==> src/rtl/jk_cell_driver.sv <==
// Initiator for a gate-level JK cell: sequences j/k, the clk strobe and the
// active-low clear strobe, then reads q back and retries or flags an error.
//
// state   | meaning
// --------+----------------------------------------------------------
// IDLE    | waiting for req; command and expected q latched on accept
// SETUP   | j/k held stable before the strobe
// PULSE   | clk_out high (rL_out low for clear)
// RELEASE | strobes return inactive, j/k unchanged
// CHECK   | q_in compared with the expected value
module jk_cell_driver #(
    parameter int SETUP_CYCLES = 2,
    parameter int PULSE_CYCLES = 2,
    parameter int MAX_RETRY    = 1
) (
    input  logic       MasterClock,
    input  logic       reset,
    input  logic       req,
    input  logic [1:0] cmd,
    input  logic       target,
    input  logic       q_in,
    output logic       busy,
    output logic       done,
    output logic       error,
    output logic       err_flag,
    output logic       j,
    output logic       k,
    output logic       clk_out,
    output logic       rL_out
);

    localparam int MAX_PHASE = (SETUP_CYCLES > PULSE_CYCLES) ? SETUP_CYCLES : PULSE_CYCLES;
    localparam int CW = (MAX_PHASE > 1) ? $clog2(MAX_PHASE) : 1;
    localparam int RW = (MAX_RETRY > 0) ? $clog2(MAX_RETRY + 1) : 1;
    localparam logic [CW-1:0] SETUP_LOAD = CW'(SETUP_CYCLES - 1);
    localparam logic [CW-1:0] PULSE_LOAD = CW'(PULSE_CYCLES - 1);
    localparam logic [RW-1:0] RETRY_MAX  = RW'(MAX_RETRY);

    typedef enum logic [2:0] {IDLE, SETUP, PULSE, RELEASE, CHECK} state_t;
    typedef enum logic [1:0] {
        CMD_HOLD   = 2'b00,
        CMD_WRITE  = 2'b01,
        CMD_TOGGLE = 2'b10,
        CMD_CLEAR  = 2'b11
    } cmd_t;

    state_t        state_q, state_d;
    cmd_t          cmd_q, cmd_d;
    logic          exp_q, exp_d;
    logic [CW-1:0] cnt_q, cnt_d;
    logic [RW-1:0] retry_q, retry_d;
    logic          busy_q, busy_d;
    logic          done_q, done_d;
    logic          error_q, error_d;
    logic          err_flag_q, err_flag_d;
    logic          j_q, j_d;
    logic          k_q, k_d;
    logic          clk_out_q, clk_out_d;
    logic          rL_out_q, rL_out_d;

    always_comb begin
        state_d    = state_q;
        cmd_d      = cmd_q;
        exp_d      = exp_q;
        cnt_d      = cnt_q;
        retry_d    = retry_q;
        busy_d     = busy_q;
        done_d     = 1'b0;
        error_d    = 1'b0;
        err_flag_d = err_flag_q;
        j_d        = j_q;
        k_d        = k_q;
        clk_out_d  = clk_out_q;
        rL_out_d   = rL_out_q;
        case (state_q)
            IDLE: begin
                if (req) begin
                    cmd_d      = cmd_t'(cmd);
                    err_flag_d = 1'b0;
                    retry_d    = '0;
                    busy_d     = 1'b1;
                    cnt_d      = SETUP_LOAD;
                    state_d    = SETUP;
                    case (cmd_t'(cmd))
                        CMD_WRITE: begin
                            exp_d = target;
                            j_d   = target;
                            k_d   = ~target;
                        end
                        CMD_TOGGLE: begin
                            exp_d = ~q_in;
                            j_d   = 1'b1;
                            k_d   = 1'b1;
                        end
                        CMD_HOLD: begin
                            exp_d = q_in;
                            j_d   = 1'b0;
                            k_d   = 1'b0;
                        end
                        CMD_CLEAR: begin
                            exp_d = 1'b0;
                            j_d   = 1'b0;
                            k_d   = 1'b0;
                        end
                    endcase
                end
            end
            SETUP: begin
                if (cnt_q == '0) begin
                    state_d = PULSE;
                    cnt_d   = PULSE_LOAD;
                    if (cmd_q == CMD_CLEAR) rL_out_d = 1'b0;
                    else                    clk_out_d = 1'b1;
                end else begin
                    cnt_d = cnt_q - 1'b1;
                end
            end
            PULSE: begin
                if (cnt_q == '0) begin
                    state_d   = RELEASE;
                    clk_out_d = 1'b0;
                    rL_out_d  = 1'b1;
                end else begin
                    cnt_d = cnt_q - 1'b1;
                end
            end
            RELEASE: state_d = CHECK;
            CHECK: begin
                if (q_in == exp_q) begin
                    done_d  = 1'b1;
                    busy_d  = 1'b0;
                    j_d     = 1'b0;
                    k_d     = 1'b0;
                    state_d = IDLE;
                end else if (retry_q < RETRY_MAX) begin
                    // retries always drive straight toward exp so a late toggle cannot undo itself
                    retry_d = retry_q + 1'b1;
                    cmd_d   = CMD_WRITE;
                    j_d     = exp_q;
                    k_d     = ~exp_q;
                    cnt_d   = SETUP_LOAD;
                    state_d = SETUP;
                end else begin
                    error_d    = 1'b1;
                    err_flag_d = 1'b1;
                    busy_d     = 1'b0;
                    j_d        = 1'b0;
                    k_d        = 1'b0;
                    state_d    = IDLE;
                end
            end
            default: state_d = IDLE;
        endcase
    end

    always_ff @(posedge MasterClock) begin
        if (reset) begin
            state_q    <= IDLE;
            cmd_q      <= CMD_HOLD;
            exp_q      <= 1'b0;
            cnt_q      <= '0;
            retry_q    <= '0;
            busy_q     <= 1'b0;
            done_q     <= 1'b0;
            error_q    <= 1'b0;
            err_flag_q <= 1'b0;
            j_q        <= 1'b0;
            k_q        <= 1'b0;
            clk_out_q  <= 1'b0;
            rL_out_q   <= 1'b1;
        end else begin
            state_q    <= state_d;
            cmd_q      <= cmd_d;
            exp_q      <= exp_d;
            cnt_q      <= cnt_d;
            retry_q    <= retry_d;
            busy_q     <= busy_d;
            done_q     <= done_d;
            error_q    <= error_d;
            err_flag_q <= err_flag_d;
            j_q        <= j_d;
            k_q        <= k_d;
            clk_out_q  <= clk_out_d;
            rL_out_q   <= rL_out_d;
        end
    end

    assign busy     = busy_q;
    assign done     = done_q;
    assign error    = error_q;
    assign err_flag = err_flag_q;
    assign j        = j_q;
    assign k        = k_q;
    assign clk_out  = clk_out_q;
    assign rL_out   = rL_out_q;

endmodule

==> config.mk <==
export PLATFORM = sky130hd
export DESIGN_NAME = jk_cell_driver
export DESIGN_NICKNAME = d
export VERILOG_FILES = /design/src/rtl/jk_cell_driver.sv
export SDC_FILE = /design/constraint.sdc
export NUM_CORES = 1
export LEC_CHECK = 0
export CORE_UTILIZATION = 56
export CTS_BUF_LIST = sky130_fd_sc_hd__clkbuf_8
export DETAILED_ROUTE_END_ITERATION = 8
export GPL_TIMING_DRIVEN = 1
export PLACE_DENSITY = 0.85
export SLEW_MARGIN = 20
export SYNTH_ARGS = -nofsm -noshare
export SYNTH_HDL_FRONTEND = slang
export SYNTH_SLANG_ARGS = --single-unit
==> constraint.sdc <==
create_clock -name MasterClock -period 3.8 [get_ports MasterClock]
set_input_delay 0.57 -clock MasterClock [delete_from_list [all_inputs] [get_ports MasterClock]]
set_output_delay 0.57 -clock MasterClock [all_outputs]
set_load 0.01 [all_outputs]
==> run_results.csv <==
group,metric,value,unit
status,status,"finished clean",
cells_and_area,final_cell_mix,"dfxtp_1 (16), clkdlybuf4s50_1 (14), a21oi_1 (7)",
clock_network,cts.sinks,16,
hold_path,whs_path_depth,2,
critical_path,worst_path_most_repeated_cell,"a211oi_1",
detailed_routing,ant_nets,0,
synthesis,ys_chip_area,764,µm²
clock_network,post_cts_resized,0,
placement,pre_cts_slack,1.57,ns
cells_and_area,fin_nets,112,
detailed_routing,totalWireLength,1880,µm
global_routing,grt_use_total,30.0,%
clock_network,post_cts_buffers,0,
synthesis,largest_area_cell,"dfxtp_1",
critical_path,path_class,"in2reg",
die,core_util_floorplan,64.5,%
synthesis,synth_area_per_cell,8.49,µm²
placement,dp_hpwl,1270,µm
sta,slew_headroom,49.0,%
synthesis,yosys_warnings,0,
power,cellPowerDensity,486,nW/µm²
critical_path,reg2reg_depth,3,
critical_path,reg2reg_from,"state_q[2]",
critical_path,crit_family,"simple AND/OR/NAND/NOR gates",
synthesis,numSynthFlops,16,
synthesis,ys_seq_share,41.9,%
synthesis,synthTopCellsByArea,"dfxtp_1 (42%), a21oi_1 (4.6%), nor3_1 (3.9%)",
clock_network,clock-root-buffer,"clkbuf_8",
cells_and_area,biggestRegsByFlops,"state_q: 3 flops, cmd_q: 2 flops",
power,p_total,461,µW
synthesis,synth_stat.cells,90,
cells_and_area,antenna_cells,0,
critical_path,required,3.91,ns
die,dieHeight,38.9,µm
synthesis,fp_nets,97,
die,die_w,38.9,µm
clock_network,insertion_delay,0.24,ns
sta,grt_setup_unrepaired,"no",
job,cap_violations,0,
critical_path,startpoint_type,"input port",
detailed_routing,drtPass1Iterations,4,
clock_network,cts_tree,"built",
synthesis,synthDistinctLibCells,34,
critical_path,r2r_end,"j",
die,die_area,1520,µm²
detailed_routing,drc,0,
global_routing,grt_pass1_wl,3020,µm
sta,tns,0,ns
clock_network,ctsHtreeMaxLevel,1,
clock_network,cts_hold_buffers,0,
cells_and_area,top_register,"state_q",
placement,io_buffers,14,
sta,setup_viol,0,
sta,max_clock_freq,0.500,GHz
detailed_routing,drt-initial-drc-count,20,
global_routing,antenna_found_initial,0,
critical_path,slowest_stage,"or4b_2",
detailed_routing,via_per_inst,6.62,
critical_path,cpPeakStageDelay,0.68,ns
critical_path,crit_cells,4,
cells_and_area,largest_reg_flops,3,
power,vdd_drop_max,0.299,mV
clock_network,ctsLongestPathBuffers,2,
synthesis,syn_area,764,µm²
==> where the power goes <==
| part | internal (mW) | switching (mW) |
|---|---|---|
| clock network | 0.0702 | 0.0541 |
| registers | 0.190 | 0.0323 |
| logic | 0.0589 | 0.0561 |
| total | 0.319 | 0.142 |
==> cell type report <==
type	count	area, µm²	area share, %
inverter	6	22.5	2.37
clock buffer	3	41.3	4.35
timing repair buffer	14	140	14.8
multi-input combinational	64	407	42.9
sequential	16	320	33.8
tap	14	17.5	1.85
==> how the worst min path moves through the flow <==
stage	startpoint	end
2_1_floorplan	cmd_q[1]	cmd_q[1]
3_3_place_gp	err_flag	err_flag
3_5_place_dp	err_flag	err_flag
4_1_cts	err_flag	err_flag
5_1_grt	err_flag	err_flag
6_report	err_flag	err_flag
==> cell families after synthesis <==
logic type / Yosys count / synth area share [%]
AOI/OAI and AO/OA: 23 / 19.6
xor gates and xnor gates: 2 / 2.29
buffers and inverters: 10 / 4.91
DFF: 16 / 41.9
muxes: 1 / 1.47
and+or+nand+nor: 38 / 29.8
==> worst register-to-register path: cells and delay by family, from the launching register on <==
| family | cells | cell delay (ns) |
|---|---|---|
| and+or+nand+nor | 2 | 0.87 |
| AOI/OAI and AO/OA | 1 | 0.28 |
| DFF | 1 | 0.55 |
==> synth_stat cells <==
cell type,count
dfxtp_1,16
a21oi_1,7
inv_1,6
nor2_1,6
nor3_1,6
clkbuf_1,4
o21ai_0,4
a211oi_1,3
nand2_1,3
nand3_1,3
a311oi_1,2
a31oi_1,2
and3_1,2
nand4_1,2
nor3b_1,2
or3_1,2
or4_1,2
xor2_1,2
a2111o_1,1
a21boi_0,1
a22oi_1,1
and2_1,1
and3b_1,1
mux2_2,1
nand2b_1,1
nor2b_1,1
nor4_1,1
nor4b_1,1
o211ai_1,1
o31a_1,1
or2_2,1
or3b_4,1
or4b_2,1
or4bb_1,1
==> layer usage <==
layer	routed length [µm]	GRT usage, %	vias up
li1	-	-	363
met1	832	34.5	371
met2	890	49.6	31
met3	84	4.62	10
met4	70	21.6	0
met5	0	0	-
flops_by_reg.png
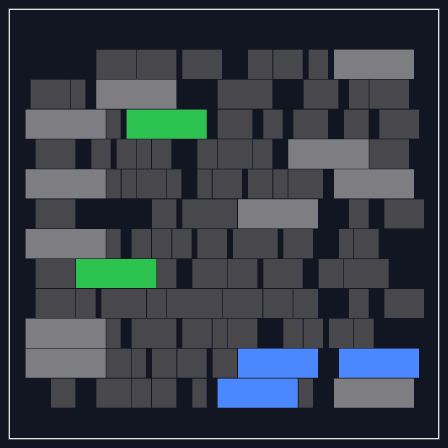
color	signal	sequential cells
blue	state_q	3
green	cmd_q	2
not colored	11
fraction of area in registers: 33.8%
P_seq: 222 µW
final core utilization: 80.0%

clocks.png
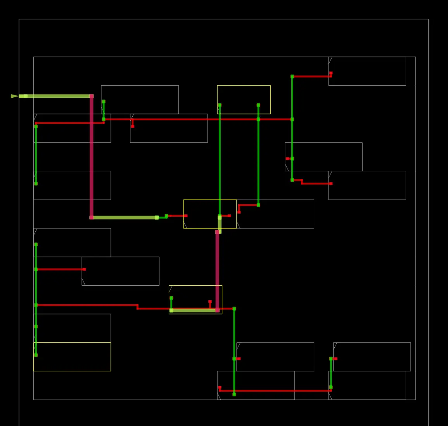
Clock Skew: 0.00310 ns
registers: 16
CTS Buf Count: 3

placement_by_type.png
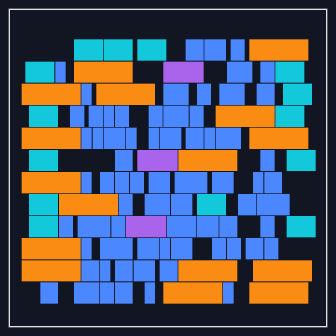
color	class	cells	share of their area
purple	clock drivers	3	4.4%
orange	flops	16	34%
cyan	other buffers and delay cells	14	15%
blue	combinational and other logic	70	46%
row cnt: 12
Final Cell Area: 948 µm²
Core Region: 1190 µm²

metal_density.png
8 x 8 tiles, from dark blue (low) to red (high), scaled to the fullest tile. Values are wire area over tile area, all layers added.
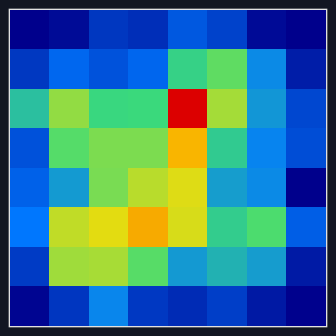
tiles over half the peak	30%
fullest tile	0.60
densest ninth of the die	center
mean over tiles	0.20
nearly empty tiles	7.8%
post-DR wirelength/cell: 16.0 µm
Via Count: 775

Power and IR drop assume default switching activity.
